File: config.mk
export PLATFORM = sky130hd
export DESIGN_NAME = keystream_cipher_flat
export DESIGN_NICKNAME = d
export VERILOG_FILES = /design/src/rtl/keystream_cipher_if.sv /design/src/rtl/keystream_cipher.sv /design/src/flat_wrapper.sv
export SDC_FILE = /design/constraint.sdc
export NUM_CORES = 1
export LEC_CHECK = 0
export CORE_UTILIZATION = 42
export DETAILED_ROUTE_END_ITERATION = 7
export GPL_TIMING_DRIVEN = 0
export HOLD_SLACK_MARGIN = 0.03
export PLACE_DENSITY = 0.77
export RECOVER_POWER = 25
export SLEW_MARGIN = 10
export SYNTH_ARGS = -nofsm -noshare
export SYNTH_HDL_FRONTEND = slang
export SYNTH_SLANG_ARGS = --single-unit
File: constraint.sdc
create_clock -name clk -period 2.1 [get_ports clk]
set_input_delay 0.315 -clock clk [delete_from_list [all_inputs] [get_ports clk]]
set_output_delay 0.315 -clock clk [all_outputs]
set_load 0.005 [all_outputs]
File: src/rtl/keystream_cipher_if.sv
// Valid/ready data stream pair for keystream_cipher: plaintext/ciphertext in, XORed chunks out.
// The master drives input data and output back-pressure; the slave is the cipher datapath.
interface keystream_cipher_if #(
    parameter int DATA_W = 8
) ();
    logic              in_valid;
    logic              in_ready;
    logic [DATA_W-1:0] in_data;
    logic              out_valid;
    logic              out_ready;
    logic [DATA_W-1:0] out_data;

    modport master (
        output in_valid, in_data, out_ready,
        input  in_ready, out_valid, out_data
    );

    modport slave (
        input  in_valid, in_data, out_ready,
        output in_ready, out_valid, out_data
    );
endinterface

File: src/rtl/keystream_cipher.sv
// Stream-cipher datapath: owns the keystream generator's advance strobe, discards the warm-up
// words, then XORs DATA_W-bit slices of each keystream word onto a valid/ready stream.
module keystream_cipher #(
    parameter int KS_W   = 32,
    parameter int DATA_W = 8,
    parameter int WARMUP = 256
) (
    input  logic            clk,
    input  logic            reset,
    input  logic            start,
    input  logic            clear,
    input  logic [KS_W-1:0] ks_in,
    output logic            gen_enable,
    output logic            busy,
    output logic [31:0]     chunk_count,
    keystream_cipher_if.slave bus
);
    localparam int NSLICE  = KS_W / DATA_W;
    localparam int SLICE_W = (NSLICE > 1) ? $clog2(NSLICE) : 1;
    localparam logic [SLICE_W-1:0] SLICE_LAST = SLICE_W'(NSLICE - 1);
    localparam logic [31:0]        WARM_LAST  = 32'(WARMUP - 1);

    typedef enum logic [1:0] {
        ST_IDLE   = 2'd0,
        ST_WARMUP = 2'd1,
        ST_LOAD   = 2'd2,
        ST_RUN    = 2'd3
    } state_t;

    state_t              state_r;
    logic [31:0]         warm_cnt_r;
    logic [KS_W-1:0]     ks_reg_r;
    logic [SLICE_W-1:0]  slice_r;
    logic                out_valid_r;
    logic [DATA_W-1:0]   out_data_r;
    logic [31:0]         chunk_count_r;

    logic                in_ready_s;
    logic                accept_s;
    logic                last_slice_s;
    logic                gen_enable_s;

    // Handshake and generator-advance decode; clear suppresses both accept and advance.
    always_comb begin
        in_ready_s   = 1'b0;
        gen_enable_s = 1'b0;
        last_slice_s = (slice_r == SLICE_LAST);
        if ((state_r == ST_RUN) && !clear) begin
            in_ready_s = !out_valid_r || bus.out_ready;
        end else begin
            in_ready_s = 1'b0;
        end
        accept_s = bus.in_valid && in_ready_s;
        if (clear) begin
            gen_enable_s = 1'b0;
        end else begin
            case (state_r)
                ST_WARMUP: gen_enable_s = 1'b1;
                ST_LOAD:   gen_enable_s = 1'b1;
                ST_RUN:    gen_enable_s = accept_s && last_slice_s;
                default:   gen_enable_s = 1'b0;
            endcase
        end
    end

    // Control FSM, keystream slice register and the single output stage.
    always_ff @(posedge clk or negedge reset) begin
        if (!reset) begin
            state_r       <= ST_IDLE;
            warm_cnt_r    <= 32'd0;
            ks_reg_r      <= '0;
            slice_r       <= '0;
            out_valid_r   <= 1'b0;
            out_data_r    <= '0;
            chunk_count_r <= 32'd0;
        end else if (clear) begin
            state_r     <= ST_IDLE;
            out_valid_r <= 1'b0;
        end else begin
            if (accept_s) begin
                out_data_r    <= bus.in_data ^ ks_reg_r[DATA_W-1:0];
                out_valid_r   <= 1'b1;
                chunk_count_r <= chunk_count_r + 32'd1;
                // Reload on the last slice so the next chunk sees the new word with no bubble.
                if (last_slice_s) begin
                    ks_reg_r <= ks_in;
                    slice_r  <= '0;
                end else begin
                    ks_reg_r <= ks_reg_r >> DATA_W;
                    slice_r  <= slice_r + SLICE_W'(1);
                end
            end else if (bus.out_ready) begin
                out_valid_r <= 1'b0;
            end else begin
                out_valid_r <= out_valid_r;
            end

            case (state_r)
                ST_IDLE: begin
                    if (start) begin
                        state_r       <= ST_WARMUP;
                        warm_cnt_r    <= 32'd0;
                        chunk_count_r <= 32'd0;
                    end else begin
                        state_r <= ST_IDLE;
                    end
                end
                ST_WARMUP: begin
                    if (warm_cnt_r == WARM_LAST) begin
                        state_r <= ST_LOAD;
                    end else begin
                        warm_cnt_r <= warm_cnt_r + 32'd1;
                    end
                end
                ST_LOAD: begin
                    ks_reg_r <= ks_in;
                    slice_r  <= '0;
                    state_r  <= ST_RUN;
                end
                ST_RUN:  state_r <= ST_RUN;
                default: state_r <= ST_IDLE;
            endcase
        end
    end

    assign gen_enable    = gen_enable_s;
    assign busy          = (state_r != ST_IDLE);
    assign chunk_count   = chunk_count_r;
    assign bus.in_ready  = in_ready_s;
    assign bus.out_valid = out_valid_r;
    assign bus.out_data  = out_data_r;
endmodule

File: src/flat_wrapper.sv
// flat-port wrapper written by rule: the top's interface ports become plain ports
module keystream_cipher_flat 
#(
    parameter int KS_W   = 32,
    parameter int DATA_W = 8,
    parameter int WARMUP = 256
)
  (clk, reset, start, clear, ks_in, gen_enable, busy, chunk_count, bus_in_valid, bus_in_data, bus_out_ready, bus_in_ready, bus_out_valid, bus_out_data);
  keystream_cipher_if #(.DATA_W(DATA_W)) bus_i ();
  input  logic clk;
  input  logic reset;
  input  logic start;
  input  logic clear;
  input  logic [KS_W-1:0] ks_in;
  output logic gen_enable;
  output logic busy;
  output logic [31:0] chunk_count;
  input wire logic [$bits(bus_i.in_valid)-1:0] bus_in_valid;
  input wire logic [$bits(bus_i.in_data)-1:0] bus_in_data;
  input wire logic [$bits(bus_i.out_ready)-1:0] bus_out_ready;
  output wire logic [$bits(bus_i.in_ready)-1:0] bus_in_ready;
  output wire logic [$bits(bus_i.out_valid)-1:0] bus_out_valid;
  output wire logic [$bits(bus_i.out_data)-1:0] bus_out_data;
  assign bus_i.in_valid = bus_in_valid;
  assign bus_i.in_data = bus_in_data;
  assign bus_i.out_ready = bus_out_ready;
  assign bus_in_ready = bus_i.in_ready;
  assign bus_out_valid = bus_i.out_valid;
  assign bus_out_data = bus_i.out_data;
  keystream_cipher #(.KS_W(KS_W), .DATA_W(DATA_W), .WARMUP(WARMUP)) u_core (.clk(clk), .reset(reset), .start(start), .clear(clear), .ks_in(ks_in), .gen_enable(gen_enable), .busy(busy), .chunk_count(chunk_count), .bus(bus_i));
endmodule
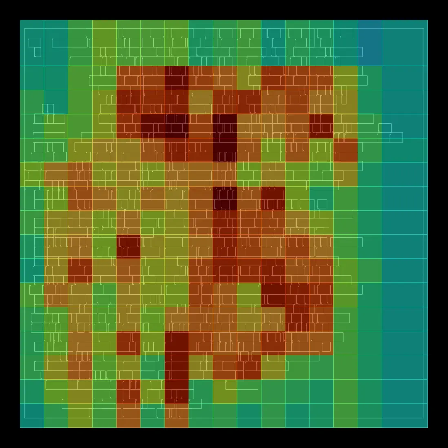
(routing congestion)
DR WL/cell: 17.2 microns
Final Util: 58.8%
GRT Total Usage: 22.1%
GR Util met3: 4.05%
M2 GR Usage: 37.6%

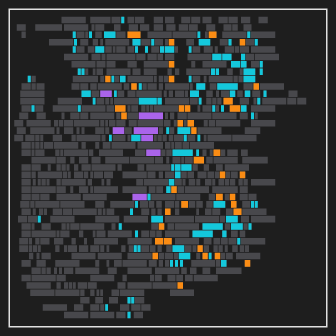
(logic cells by family)
Key: purple = fa/ha/maj cells [cells 7]; orange = and/or cells [cells 38]; cyan = nor cells [cells 100]

==> flow_summary_export.csv <==
group,metric,value,unit
status,status,"finished clean",
die,num_io_pins,90,
synth,xor_share,7.46,%
clock_network,path_clk_slew,0.07,ns
power,power.density,894,nW/um^2
synth,postSynthCellCount,577,
drt,firstDrtPassIters,4,
grt,first_global_vias,4806,
hold_path,whs_path_depth,2,
place,dp_hpwl,9690,microns
final_timing,rsz0062_at_grt,"yes",
power,power.switching,2.15,mW
place,portBuffers,89,
die,num_rows,41,
final_timing,finalCritPeriodShare,99.2,%
worst_setup_path,endpoint,"u_core.chunk_count[24]",
grt,grt_pass1_wl,23400,microns
hold_path,min_from,"u_core.ks_reg_r[20]",
job,warning_count,31,
power,finalPower,6.69,mW
cells_and_area,fillCellCount,1056,
power,seq-power,2.72,mW
die,die-area,13600,sq um
final_timing,finalSetupViolCount,0,
cells_and_area,insertedDiodeCount,0,
cells_and_area,layout.area.comb,2850,sq um
hold_path,holdPathEnd,"u_core.ks_reg_r[20]",
power,ir_worst_vdd,0.662,mV
power,swShare,32.2,%
synth,async_flop_share,100,%
cells_and_area,design_area,7480,sq um
job,drv_cap,0,
grt,grt_max_degree,59,
cells_and_area,ff_latch_area,2740,sq um
final_timing,min_period,2.08,ns
die,core,12700,sq um
power,leakage,3.15,nW
synth,common_cells,"109 x dfrtp_1, 63 x nand2_1, 61 x nor2_1",
cells_and_area,syn2layout_area_growth,35.7,%
cells_and_area,final_nets,760,
clock_network,cts_sinks,109,
final_timing,relSlewSlack,8.86,%
synth,synth.cellmix.compoundShare,9.37,%
synth,ys_chip_area,5520,sq um
drt,drtIter0Drc,303,
worst_setup_path,end_kind,"flip-flop",
synth,top_cells_by_area,"dfrtp_1 49%, mux2i_1 5.3%, o21ai_0 4.4%, xnor2_1 4.4%, nand2_1 4.3%",
synth,top_area_share,49.5,%
worst_setup_path,r2r-start,"u_core.chunk_count[8]",
clock_network,cts_tree,"built",
synth,ys_ff,109,
drt,vias_per_cell,5.65,
synth,topCombFamilyByArea,"simple AND/OR/NAND/NOR gates",
final_timing,maxSlewViolCount,0,
synth,yosys_warnings,0,
die,die_x,117,microns
synth,synth-edff-count,0,
power,power_frac_clock,27.4,%
worst_setup_path,required,2.32,ns
worst_setup_path,crit_path_max_fanout,10,
clock_network,cts_root_buf,"clkbuf_16",
clock_network,clk_latency,0.35,ns
worst_setup_path,crit_start,"u_core.chunk_count[8]",
drt,num_vias,4988,
die,fp_util,43.4,%
worst_setup_path,crit_arrival,2.30,ns
clock_network,cts_buffers,9,
final_timing,hold_viol,0,
place,gp_congestion,0.855,
grt,grt-ovfl-total,0,
synth,syn_area,5520,sq um
synth,ys_cells,577,
worst_setup_path,reg2reg_depth,5,
power,comb_power_share,31.9,%
drt,drc_errors,0,
drt,antenna_left,0,
final_timing,fmax,480,MHz
synth,ys_sh_mux,5.47,%
synth,flop_cell,"dfrtp_1",
power,clock_power,1.83,mW
power,power-top-group,"registers",
synth,adder_share,1.59,%
synth,floorplan.nets,630,
synth,synth.most_common_cell,"dfrtp_1",
final_timing,skew,0.0106,ns
synth,synth_cell_types,48,
die,die_height,117,microns
cells_and_area,drive_gt1_share,18.4,%
worst_setup_path,start_kind,"flip-flop",
final_timing,tightestPinTransition,1.37,ns
grt,antenna_found_initial,0,
worst_setup_path,path_class,"flip-flop to flip-flop",
synth,avgSynthCellArea,9.56,sq um
synth,ys_sh_simple,23.6,%
power,comb_cell_power,2.13,mW
worst_setup_path,reg2reg_slack,0.02,ns
drt,drt_wl_total,15200,microns
power,p_int,4.53,mW
synth,ys_seq_share,49.5,%
clock_network,htreeDepth,3,
place,place_area,6660,sq um
clock_network,cts_buffer_depth,2,
worst_setup_path,reg2reg_to,"u_core.chunk_count[24]",
hold_path,worstHoldPathType,"flip-flop to flip-flop",
power,p_seq_share,40.7,%
synth,yosys.area.top_type,"dfrtp_1",
-- per-layer routing --
metal  up-vias  share of wire, %  global-route usage, %
li1       2294                 -                      -
met2       202                52                   37.6
met4         0               2.8                   8.19
met3        38               5.3                   4.05
met1      2454                40                   28.1
met5         -                 0                      0
-- placed cells by master, fill, tap and decap left out, types with 24 or more instances in the layout --
cell type	synthesis	routed
a21oi_1	25	24
dfrtp_1	109	100
mux2i_1	29	29
buf_4	0	35
nand2_1	63	62
o21ai_0	49	47
clkdlybuf4s50_1	0	87
nor2_1	61	58
nand4_1	24	24
xnor2_1	28	27
-- per-stage QoR --
step	setup slack, ns	setup TNS [ns]	hold WS (ns)	cells
after detailed placement	-0.994	-34.55	0.303	839
after floorplan	0.00973	0	0.0194	577
after CTS	-0.00598	-0.00687	0.488	873
after global placement	-3.42	-402.19	0.460	838
after global routing	-0.0581	-0.747	0.507	883
final	0.0168	0	0.485	883
-- flip-flops by register name (all words and copies together) (netlist names) --
register / cells
u_core.warm_cnt_r: 32
u_core.ks_reg_r: 32
u_core.state_r: 2
u_core.bus.out_data: 8
u_core.bus.out_valid: 1
u_core.chunk_count: 32
u_core.slice_r: 2
-- cell type report --
cell class,count,area share (%)
plain buffers,25,2.02
clock buffers,9,3.01
clock inverters,6,1.19
inverters,12,0.602
multi-input cells,426,38.1
flip-flops and latches,109,36.6
well taps,172,2.88
repair buffers,124,15.6
-- critical path: stages (launching register included) --
cell and delay (ns):
dfrtp_1 0.41, nand4_4 0.14, or4_4 0.64, or4_4 0.56
xnor2_2 0.14, nor2_1 0.05
-- what timing repair did --
action,in CTS,in global routing
setup endpoints to repair,90,86
gates resized,45,50
hold endpoints to repair,51,0
pin swaps,6,11
cloned,0,0
setup buffers,19,14
hold buffers,1,0
Power is estimated from default activity; no workload was simulated.
